<file path="src/rtl/pkt_header_parser_pkg.sv">
`default_nettype none
// ============================================================================
// Module      : node_pkg
// Description : Shared node constants, header field slices and parser states.
// Revision    : 1.0 - initial release
// ============================================================================
package node_pkg;

    localparam int WORD_WIDTH = 16;

    // Third header word carries {type, length}
    localparam int TYPE_MSB = 15;
    localparam int TYPE_LSB = 8;
    localparam int LEN_MSB  = 7;
    localparam int LEN_LSB  = 0;

    typedef enum logic [2:0] {
        ST_WAIT_EN = 3'd0,
        ST_SRC     = 3'd1,
        ST_DST     = 3'd2,
        ST_LEN     = 3'd3,
        ST_CHECK   = 3'd4,
        ST_PAYLOAD = 3'd5,
        ST_DONE    = 3'd6
    } state_t;

endpackage : node_pkg
`default_nettype wire

</file>
<file path="src/rtl/pkt_header_parser_if.sv">
`default_nettype none
// ============================================================================
// Module      : pkt_header_parser_if
// Description : Stream, checker, payload and status bundle of the parser.
// Revision    : 1.0 - initial release
// ============================================================================
interface pkt_header_parser_if #(
    parameter int WORD_WIDTH = node_pkg::WORD_WIDTH
);
    logic                  en;
    logic [WORD_WIDTH-1:0] in_data;
    logic                  in_valid;
    logic                  in_ready;
    logic [WORD_WIDTH-1:0] srcID;
    logic [WORD_WIDTH-1:0] destinationID;
    logic [7:0]            pkt_type;
    logic [7:0]            pkt_len;
    logic                  chk_start;
    logic                  chk_done;
    logic                  chk_fwd;
    logic                  fwd_flag;
    logic [WORD_WIDTH-1:0] pay_data;
    logic                  pay_valid;
    logic                  pay_ready;
    logic                  err;
    logic                  done;

    modport slave (
        input  en, in_data, in_valid, chk_done, chk_fwd, pay_ready,
        output in_ready, srcID, destinationID, pkt_type, pkt_len,
               chk_start, fwd_flag, pay_data, pay_valid, err, done
    );

    modport master (
        output en, in_data, in_valid, chk_done, chk_fwd, pay_ready,
        input  in_ready, srcID, destinationID, pkt_type, pkt_len,
               chk_start, fwd_flag, pay_data, pay_valid, err, done
    );

endinterface : pkt_header_parser_if
`default_nettype wire

</file>
<file path="src/rtl/pkt_header_parser_down_counter.sv">
`default_nettype none
// ============================================================================
// Module      : pkt_down_counter
// Description : Loadable down counter with zero flag; load wins over dec and
//               the caller never decrements at zero.
// Revision    : 1.0 - initial release
// ============================================================================
module pkt_down_counter #(
    parameter int WIDTH = 8
) (
    input  wire logic             clock,
    input  wire logic             nrst,
    input  wire logic             load,
    input  wire logic [WIDTH-1:0] load_val,
    input  wire logic             dec,
    output logic      [WIDTH-1:0] count,
    output logic                  zero
);

    logic [WIDTH-1:0] r_count;

    always_ff @(posedge clock or negedge nrst) begin
        if (!nrst) begin
            r_count <= '0;
        end else if (load) begin
            r_count <= load_val;
        end else if (dec) begin
            r_count <= r_count - 1'b1;
        end
    end

    assign count = r_count;
    assign zero  = (r_count == '0);

endmodule : pkt_down_counter
`default_nettype wire

</file>
<file path="src/rtl/pkt_header_parser.sv">
`default_nettype none
// ============================================================================
// Module      : pkt_header_parser
// Description : Captures the 3-word header, runs the forwarding check on the
//               destination ID and passes or drops the payload accordingly.
// Revision    : 1.0 - initial release
// ============================================================================
module pkt_header_parser #(
    parameter int WORD_WIDTH  = node_pkg::WORD_WIDTH,
    parameter int MAX_PAYLOAD = 32,
    parameter int CHK_TIMEOUT = 15
) (
    input wire logic            clock,
    input wire logic            nrst,
    pkt_header_parser_if.slave  bus
);
    import node_pkg::*;

    localparam int                 c_TMO_W    = $clog2(CHK_TIMEOUT + 1);
    localparam logic [c_TMO_W-1:0] c_TMO_LOAD = c_TMO_W'(CHK_TIMEOUT);
    localparam logic [7:0]         c_MAX_LEN  = 8'(MAX_PAYLOAD);

    state_t                r_state;
    logic [WORD_WIDTH-1:0] r_src;
    logic [WORD_WIDTH-1:0] r_dst;
    logic [7:0]            r_type;
    logic [7:0]            r_len;
    logic                  r_chk_start;
    logic                  r_fwd;
    logic                  r_err;
    logic                  r_done;

    logic                  w_in_ready;
    logic                  w_xfer;
    logic                  w_pass;
    logic [7:0]            w_len_field;
    logic                  w_hdr_load;
    logic                  w_pay_dec;
    logic [7:0]            w_pay_cnt;
    logic                  w_pay_zero;
    logic                  w_tmo_dec;
    logic [c_TMO_W-1:0]    w_tmo_cnt;
    logic                  w_tmo_zero;

    assign w_len_field = bus.in_data[LEN_MSB:LEN_LSB];
    assign w_xfer      = bus.in_valid && w_in_ready;
    assign w_pass      = r_fwd && (r_len <= c_MAX_LEN);
    assign w_hdr_load  = (r_state == ST_LEN) && w_xfer;
    assign w_pay_dec   = (r_state == ST_PAYLOAD) && w_xfer;
    assign w_tmo_dec   = (r_state == ST_CHECK) && (w_tmo_cnt != '0);

    // Both counters are loaded by the length word, so the timeout window
    // opens exactly on the entry cycle of ST_CHECK.
    pkt_down_counter #(
        .WIDTH(8)
    ) u_pay_cnt (
        .clock   (clock),
        .nrst    (nrst),
        .load    (w_hdr_load),
        .load_val(w_len_field),
        .dec     (w_pay_dec),
        .count   (w_pay_cnt),
        .zero    (w_pay_zero)
    );

    pkt_down_counter #(
        .WIDTH(c_TMO_W)
    ) u_tmo_cnt (
        .clock   (clock),
        .nrst    (nrst),
        .load    (w_hdr_load),
        .load_val(c_TMO_LOAD),
        .dec     (w_tmo_dec),
        .count   (w_tmo_cnt),
        .zero    (w_tmo_zero)
    );

    always_comb begin
        w_in_ready = 1'b0;
        case (r_state)
            ST_SRC, ST_DST, ST_LEN: w_in_ready = 1'b1;
            ST_PAYLOAD: begin
                // Forwarded payload is throttled by the sink; dropped payload drains freely
                if (!w_pay_zero) begin
                    w_in_ready = w_pass ? bus.pay_ready : 1'b1;
                end
            end
            default: w_in_ready = 1'b0;
        endcase
    end

    always_ff @(posedge clock or negedge nrst) begin
        if (!nrst) begin
            r_state     <= ST_WAIT_EN;
            r_src       <= '0;
            r_dst       <= '0;
            r_type      <= '0;
            r_len       <= '0;
            r_chk_start <= 1'b0;
            r_fwd       <= 1'b0;
            r_err       <= 1'b0;
            r_done      <= 1'b0;
        end else begin
            r_chk_start <= 1'b0;
            case (r_state)
                ST_WAIT_EN: begin
                    if (bus.en) begin
                        r_done  <= 1'b0;
                        r_err   <= 1'b0;
                        r_fwd   <= 1'b0;
                        r_state <= ST_SRC;
                    end
                end
                ST_SRC: begin
                    if (w_xfer) begin
                        r_src   <= bus.in_data;
                        r_state <= ST_DST;
                    end
                end
                ST_DST: begin
                    if (w_xfer) begin
                        r_dst   <= bus.in_data;
                        r_state <= ST_LEN;
                    end
                end
                ST_LEN: begin
                    if (w_xfer) begin
                        r_type      <= bus.in_data[TYPE_MSB:TYPE_LSB];
                        r_len       <= w_len_field;
                        r_chk_start <= 1'b1;
                        if (w_len_field > c_MAX_LEN) begin
                            r_err <= 1'b1;
                        end
                        r_state     <= ST_CHECK;
                    end
                end
                ST_CHECK: begin
                    if (bus.chk_done) begin
                        r_fwd   <= bus.chk_fwd;
                        r_state <= ST_PAYLOAD;
                    end else if (w_tmo_zero) begin
                        r_fwd   <= 1'b0;
                        r_err   <= 1'b1;
                        r_state <= ST_PAYLOAD;
                    end
                end
                ST_PAYLOAD: begin
                    if (w_pay_zero || (w_xfer && (w_pay_cnt == 8'd1))) begin
                        r_done  <= 1'b1;
                        r_state <= ST_DONE;
                    end
                end
                ST_DONE: begin
                    if (bus.en) begin
                        r_done  <= 1'b0;
                        r_err   <= 1'b0;
                        r_fwd   <= 1'b0;
                        r_state <= ST_SRC;
                    end
                end
                default: r_state <= ST_WAIT_EN;
            endcase
        end
    end

    assign bus.in_ready      = w_in_ready;
    assign bus.srcID         = r_src;
    assign bus.destinationID = r_dst;
    assign bus.pkt_type      = r_type;
    assign bus.pkt_len       = r_len;
    assign bus.chk_start     = r_chk_start;
    assign bus.fwd_flag      = r_fwd;
    assign bus.err           = r_err;
    assign bus.done          = r_done;
    assign bus.pay_data      = bus.in_data;
    assign bus.pay_valid     = (r_state == ST_PAYLOAD) && !w_pay_zero && w_pass && bus.in_valid;

endmodule : pkt_header_parser
`default_nettype wire

</file>
<file path="src/flat_wrapper.sv">
// flat-port wrapper written by rule: the top's interface ports become plain ports
module pkt_header_parser_flat import node_pkg::*;
#(
    parameter int WORD_WIDTH  = node_pkg::WORD_WIDTH,
    parameter int MAX_PAYLOAD = 32,
    parameter int CHK_TIMEOUT = 15
)
  (clock, nrst, bus_en, bus_in_data, bus_in_valid, bus_chk_done, bus_chk_fwd, bus_pay_ready, bus_in_ready, bus_srcID, bus_destinationID, bus_pkt_type, bus_pkt_len, bus_chk_start, bus_fwd_flag, bus_pay_data, bus_pay_valid, bus_err, bus_done);
  pkt_header_parser_if #(.WORD_WIDTH(WORD_WIDTH)) bus_i ();
  input wire logic clock;
  input wire logic nrst;
  input wire logic [$bits(bus_i.en)-1:0] bus_en;
  input wire logic [$bits(bus_i.in_data)-1:0] bus_in_data;
  input wire logic [$bits(bus_i.in_valid)-1:0] bus_in_valid;
  input wire logic [$bits(bus_i.chk_done)-1:0] bus_chk_done;
  input wire logic [$bits(bus_i.chk_fwd)-1:0] bus_chk_fwd;
  input wire logic [$bits(bus_i.pay_ready)-1:0] bus_pay_ready;
  output wire logic [$bits(bus_i.in_ready)-1:0] bus_in_ready;
  output wire logic [$bits(bus_i.srcID)-1:0] bus_srcID;
  output wire logic [$bits(bus_i.destinationID)-1:0] bus_destinationID;
  output wire logic [$bits(bus_i.pkt_type)-1:0] bus_pkt_type;
  output wire logic [$bits(bus_i.pkt_len)-1:0] bus_pkt_len;
  output wire logic [$bits(bus_i.chk_start)-1:0] bus_chk_start;
  output wire logic [$bits(bus_i.fwd_flag)-1:0] bus_fwd_flag;
  output wire logic [$bits(bus_i.pay_data)-1:0] bus_pay_data;
  output wire logic [$bits(bus_i.pay_valid)-1:0] bus_pay_valid;
  output wire logic [$bits(bus_i.err)-1:0] bus_err;
  output wire logic [$bits(bus_i.done)-1:0] bus_done;
  assign bus_i.en = bus_en;
  assign bus_i.in_data = bus_in_data;
  assign bus_i.in_valid = bus_in_valid;
  assign bus_i.chk_done = bus_chk_done;
  assign bus_i.chk_fwd = bus_chk_fwd;
  assign bus_i.pay_ready = bus_pay_ready;
  assign bus_in_ready = bus_i.in_ready;
  assign bus_srcID = bus_i.srcID;
  assign bus_destinationID = bus_i.destinationID;
  assign bus_pkt_type = bus_i.pkt_type;
  assign bus_pkt_len = bus_i.pkt_len;
  assign bus_chk_start = bus_i.chk_start;
  assign bus_fwd_flag = bus_i.fwd_flag;
  assign bus_pay_data = bus_i.pay_data;
  assign bus_pay_valid = bus_i.pay_valid;
  assign bus_err = bus_i.err;
  assign bus_done = bus_i.done;
  pkt_header_parser #(.WORD_WIDTH(WORD_WIDTH), .MAX_PAYLOAD(MAX_PAYLOAD), .CHK_TIMEOUT(CHK_TIMEOUT)) u_core (.clock(clock), .nrst(nrst), .bus(bus_i));
endmodule
</file>
<file path="config.mk">
export PLATFORM = sky130hd
export DESIGN_NAME = pkt_header_parser_flat
export DESIGN_NICKNAME = d
export VERILOG_FILES = /design/src/rtl/pkt_header_parser_pkg.sv /design/src/rtl/pkt_header_parser_if.sv /design/src/rtl/pkt_header_parser_down_counter.sv /design/src/rtl/pkt_header_parser.sv /design/src/flat_wrapper.sv
export SDC_FILE = /design/constraint.sdc
export NUM_CORES = 1
export LEC_CHECK = 0
export CAP_MARGIN = 5
export CORE_MARGIN = 2
export CORE_UTILIZATION = 45
export CTS_CLUSTER_SIZE = 25
export DETAILED_ROUTE_END_ITERATION = 7
export PLACE_DENSITY_LB_ADDON = 0.3
export SLEW_MARGIN = 0
export SYNTH_ARGS = -nofsm -noshare
export SYNTH_HDL_FRONTEND = slang
export SYNTH_SLANG_ARGS = --single-unit
</file>
<file path="constraint.sdc">
create_clock -name clock -period 6.1 [get_ports clock]
set_clock_uncertainty 0.2 [all_clocks]
set_input_delay 1.22 -clock clock [delete_from_list [all_inputs] [get_ports clock]]
set_output_delay 1.22 -clock clock [all_outputs]
set_load 0.1 [all_outputs]
</file>
==> notes.org, run 1 <==
* Flow results

** Die
- Die outline width :: 88.8 um
- For this design the top-level I/O count stands at 93.

** Synth
- In this run, the synthesized area fraction spent on adder and majority cells is recorded as 0.0116.
- The synthesis report lists the Yosys warning total as 0.
- Compound-gate portion of the synthesized area :: 0.110
- Before any placement, the netlist area is recorded as 3240 um2.
- Of the synthesized area, sequential elements account for 0.518.
- For reference, the top cells by count after synthesis are dfrtp_1, nand2_1, mux2_2.
- Main flop type :: dfrtp_1
- Yosys stat counts 301 cells in the synthesized netlist.
- The chip area line in the Yosys stat output reads 3240 um2.
- For this run, asynchronously set or reset flops after synthesis account for 1.00.
- Tally of unique sky130hd cells used after synthesis :: 49

** Final timing
- Total of endpoints with negative setup slack in the final report :: 0
- At the pin with the least slew margin, the transition time is 1.01 ns.
- Part of the cycle the worst path needs :: 0.789

** Layout
- In this run the layout overhead on the synthesized area is reported as 32.9%.
- The final layout contains 404 nets.
- Count of antenna diodes in the layout :: 0
- Most numerous logic cell after layout :: clkdlybuf4s50_1
- Fill cells in the final layout number 584.

** Critical path
- Critical path's largest stage delay :: 1.12 ns
- The timing report attributes the biggest portion of critical-path delay to buffers and inverters.
- STA lists the startpoint of the worst register-to-register path as u_core.u_pay_cnt.count[0].
- Combined buffer and inverter count along the critical path :: 3
- Largest fanout on the critical path :: 6

** Detailed routing
- The first detailed-routing pass took 4 iterations.
- The routed layout reports a DRC error count of 0.

** Clock network
- Number of levels the H-tree was split into :: 3
- CTS tree :: built
- Insertion delay to the later sink of the worst-skew pair :: 0.32 ns
- Looking at the clock tree report, the root buffer type is clkbuf_8.
- Clock-pin slew of the registers on the worst-case setup and hold paths :: 0.08 ns

** Flow run
- The number of maximum-capacitance violations recorded for the run is 0.

** GRT
- GR Util met1 :: 0.301
- Global routing put the most usage on met2.
- The number of global-route vias before repair was 2486.

** Placed design
- Global placer's final weighted congestion :: 0.862
- Detailed Place HPWL :: 5380 um

** Min path
- Hold analysis shows the worst path with a depth of 2.

** Status
- Outcome :: finished, final reports clean
run 1: final cells by class:
| type | count | area, um2 | share of cell area |
|---|---|---|---|
| Inverter | 10 | 37.5 | 0.00872 |
| Multi-Input combinational cell | 194 | 1310 | 0.304 |
| Timing Repair Buffer | 96 | 943 | 0.219 |
| Sequential cell | 67 | 1680 | 0.390 |
| Clock inverter | 6 | 90.1 | 0.0209 |
| Clock buffer | 10 | 128 | 0.0297 |
| Tap cell | 96 | 120 | 0.0279 |
run 1: per-stage QoR:
stage / util / worst slack (ns) / cells / hold WS, ns
after floorplan: - / 2.28 / 301 / 0.300
after global placement: 0.595 / 1.33 / 463 / 0.259
after detailed placement: 0.595 / 1.30 / 463 / 0.264
after CTS: 0.627 / 1.30 / 479 / 0.283
after global routing: 0.627 / 1.21 / 479 / 0.305
final: 0.627 / 1.29 / 479 / 0.280
run 1: layer usage:
metal	part of all wire	up-vias
li1	-	1174
met4	0.014	0
met1	0.45	1246
met5	0	-
met3	0.060	9
met2	0.48	94
run 1: worst max path at each step:
stage	startpoint	to	slack (ns)
global route	bus_in_valid	bus_pay_valid	1.21
finish	bus_in_valid	bus_pay_valid	1.29
detailed placement	bus_in_valid	bus_pay_valid	1.30
global placement	bus_in_valid	bus_pay_valid	1.33
floorplan	bus_pay_ready	bus_in_ready	2.28
CTS	bus_in_valid	bus_pay_valid	1.30
run 1: kinds of logic (layout without fill, tap and decap cells):
group / Yosys count / count (layout)
xor gates and xnor gates: 4 / 4
adders and majority gates: 3 / 3
AOI/OAI and AO/OA: 51 / 51
muxes: 33 / 33
DFF: 67 / 67
buffers and inverters: 40 / 122
and+or+nand+nor: 103 / 103
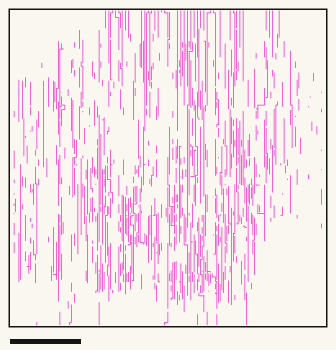
(run_1/layer_met2.png)
Bar = 20 um.
nets with wire on the layer = 353
share of all routed wire = 48%
met2 Track Usage GR: 0.321
total number of vias: 2523
total length of routed wires: 7880 um

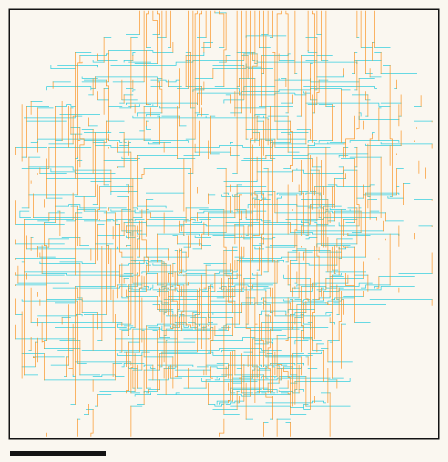
(run_1/wires.png)
Bar = 20 um. Only two layers are drawn.
orange -> metal 2  # wire length 3780 um
cyan -> metal 1  # wire length 3520 um
overall routing resource usage: 0.213
WL per Instance: 16.5 um

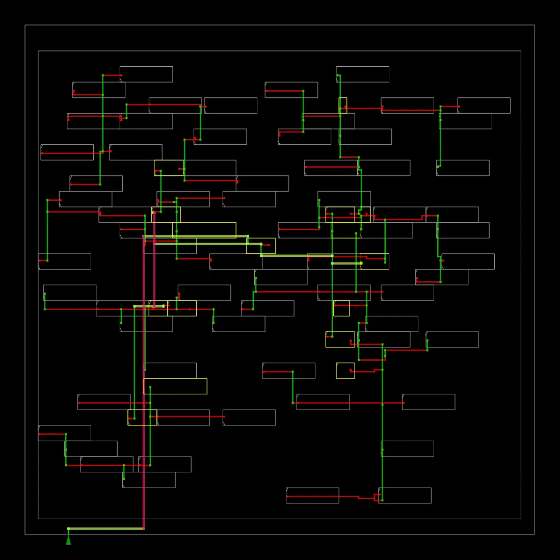
(run_1/clocks.png)
seq_cells: 67
number of buffers added by the clock tree synthesis step: 9
clock buffer instance count of the final layout: 10
sinks on the clock net: 67

==> run_1/layer_met3.png <==
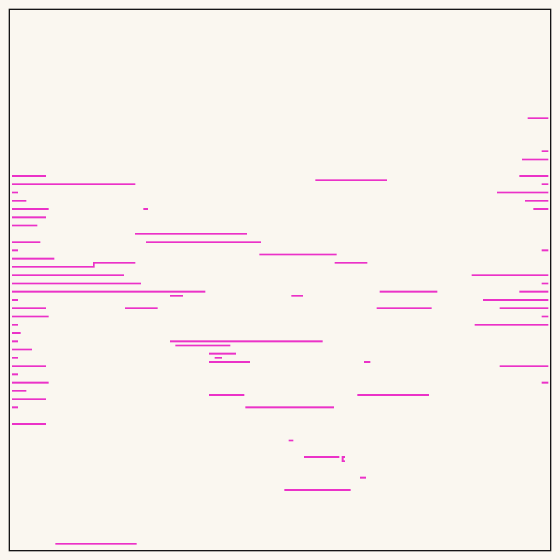

==> run 2, diff against run 1 <==
- CORE_UTILIZATION: 45 -> 43
- clock period: 6.1 -> 3.9 ns (I/O delays scaled with it)
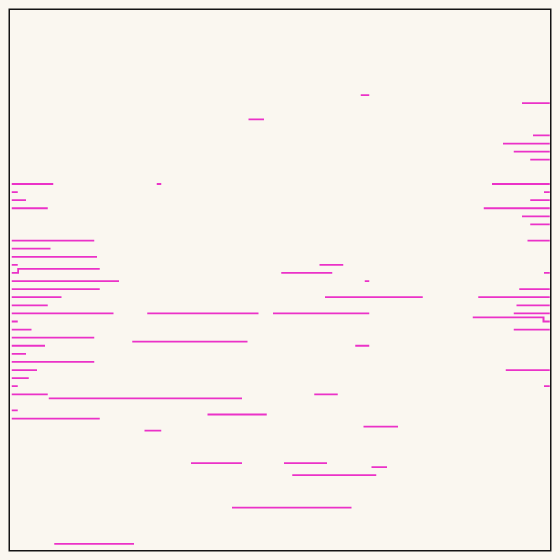
(run_2/layer_met3.png)
wire length on this layer = 512 um
share of all routed wire = 6.6%
longest straight run = 32.2 um
main direction = horizontal
nets with wire on the layer = 62

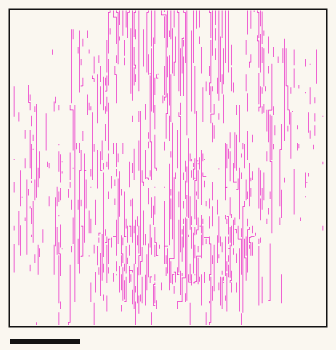
(run_2/layer_met2.png)
Bar = 20 um.
longest straight run = 56.4 um
main direction = vertical
nets with wire on the layer = 348
wire length on this layer = 3720 um
total number of vias: 2513
total length of routed wires: 7820 um
met2 Track Usage GR: 0.322

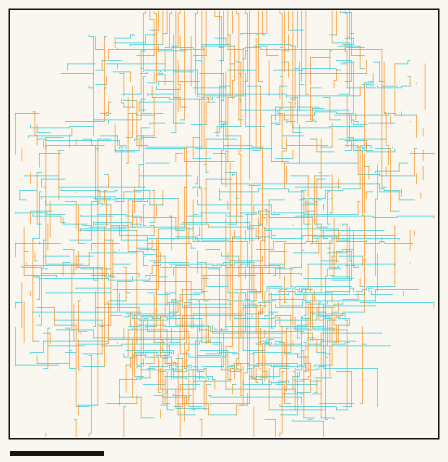
(run_2/wires.png)
Bar = 20 um. Only two layers are drawn.
orange -> metal 2  # wire length 3720 um
cyan -> metal 1  # wire length 3460 um

==> run 2 against run 1 <==
  * First-iteration DRC count shrank 23%
  * Critical path depth grew 1
  * Routed wire length is 0.82% lower
  * Setup slack worse by 0.64 ns
  * Non-clock buffer count unchanged
  * Critical path type is now reg -> out
  * Critical endpoint is now bus_in_ready
  * Highest routed layer unchanged
==> notes.org, run 2 <==
* Flow results

** Final timing
- Measured slew at the worst slew-check pin :: 1.00 ns (-0.00397 ns)
- Of the available clock period, the critical path in the final layout requires 0.835.
- Total of endpoints with negative setup slack in the final report :: 0 (unchanged)

** Synth
- Cells in synth_stat.txt :: 301 (unchanged)
- The cell area after synthesis is 3240 um2 (unchanged).
- The distinct cell type count of the synthesized netlist is 49 (unchanged).
- Share of synthesized cell area in full adder, half adder and majority cells :: 0.0116 (unchanged)
- Chip area in the Yosys report :: 3240 um2 (unchanged)

** Clock network
- CTS root buf :: clkbuf_8
- CTS tree :: built
- The maximum level of the CTS H-tree was 3 (unchanged).
- The number of buffers inserted during clock tree synthesis is 9 (unchanged).

** Die
- The I/O pin count is 93 (unchanged).
- Die outline width :: 90.8 um (+2.2%)

** Flow run
- The total of max-cap violations is 0 (unchanged).

** GRT
- Overall routing resource usage :: 0.203 (-0.0104)

** Critical path
- Crit. Startpoint :: u_core.u_pay_cnt.count[0]
- Reg-to-reg startpoint :: u_core.u_pay_cnt.count[0]

** Status
- Outcome :: finished, final reports clean

** Layout
- The number of antenna cells inserted is 0 (unchanged).
- Final Instance Count excl. Fillers :: 481 (+0.42%)
- The net count of the finished layout came to 404 (unchanged).

** Placed design
- Detailed Place HPWL :: 5420 um (+0.87%)
- The weighted congestion reported at the end of routability-driven placement came to 0.784 (-9.0%).

** Min path
- Number of cells on the worst hold path :: 2 (unchanged)
[run 2: final cells by class]
class | instances | area (um2)
clock inverters | 6 | 90.1
flip-flops and latches | 67 | 1680
inverters | 10 | 37.5
fillers | 635 | 2990
clock buffers | 9 | 124
multi-input cells | 194 | 1310
repair buffers | 96 | 938
well taps | 99 | 124
[run 2: final timing paths]
path                                              to  slack [ns]
setup / recovery                        bus_in_ready        0.65
hold / removal                u_core.bus.pkt_type[1]        0.27
setup reg to reg           u_core.u_pay_cnt.count[1]        1.14
hold reg to reg               u_core.bus.pkt_type[1]        0.27
max in group asynchronous     u_core.bus.pkt_type[2]        2.54
min in group asynchronous     u_core.bus.pkt_type[7]        0.32
[run 2: critical path, stage by stage (launching register included)]
cell      delay (ns)
dfrtp_1         0.44
inv_1           0.06
ha_1            0.24
nor3b_2         0.20
and2_4          0.19
a221oi_4        0.55
buf_12          0.25
[run 2: layer usage]
metal,up-vias,GRT usage,share of wire
li1,1183,-,-
met1,1236,0.272,0.44
met2,85,0.322,0.48
met3,9,0.0451,0.066
met4,0,0.0795,0.015
met5,-,0,0
[run 2: stage by stage]
step	util	hold WS (ns)
after CTS	0.590	0.283
final	0.590	0.274
after global routing	0.590	0.301
after floorplan	-	0.284
after global placement	0.560	0.258
after detailed placement	0.560	0.263
[run 2: cells by family after synthesis]
family                   count (synthesis)
AND/OR/NAND/NOR                        103
flip-flops                              67
AND-OR/OR-AND                           51
buffers and inverters                   40
multiplexers                            33
XOR/XNOR                                 4
adder cells (fa/ha/maj)                  3
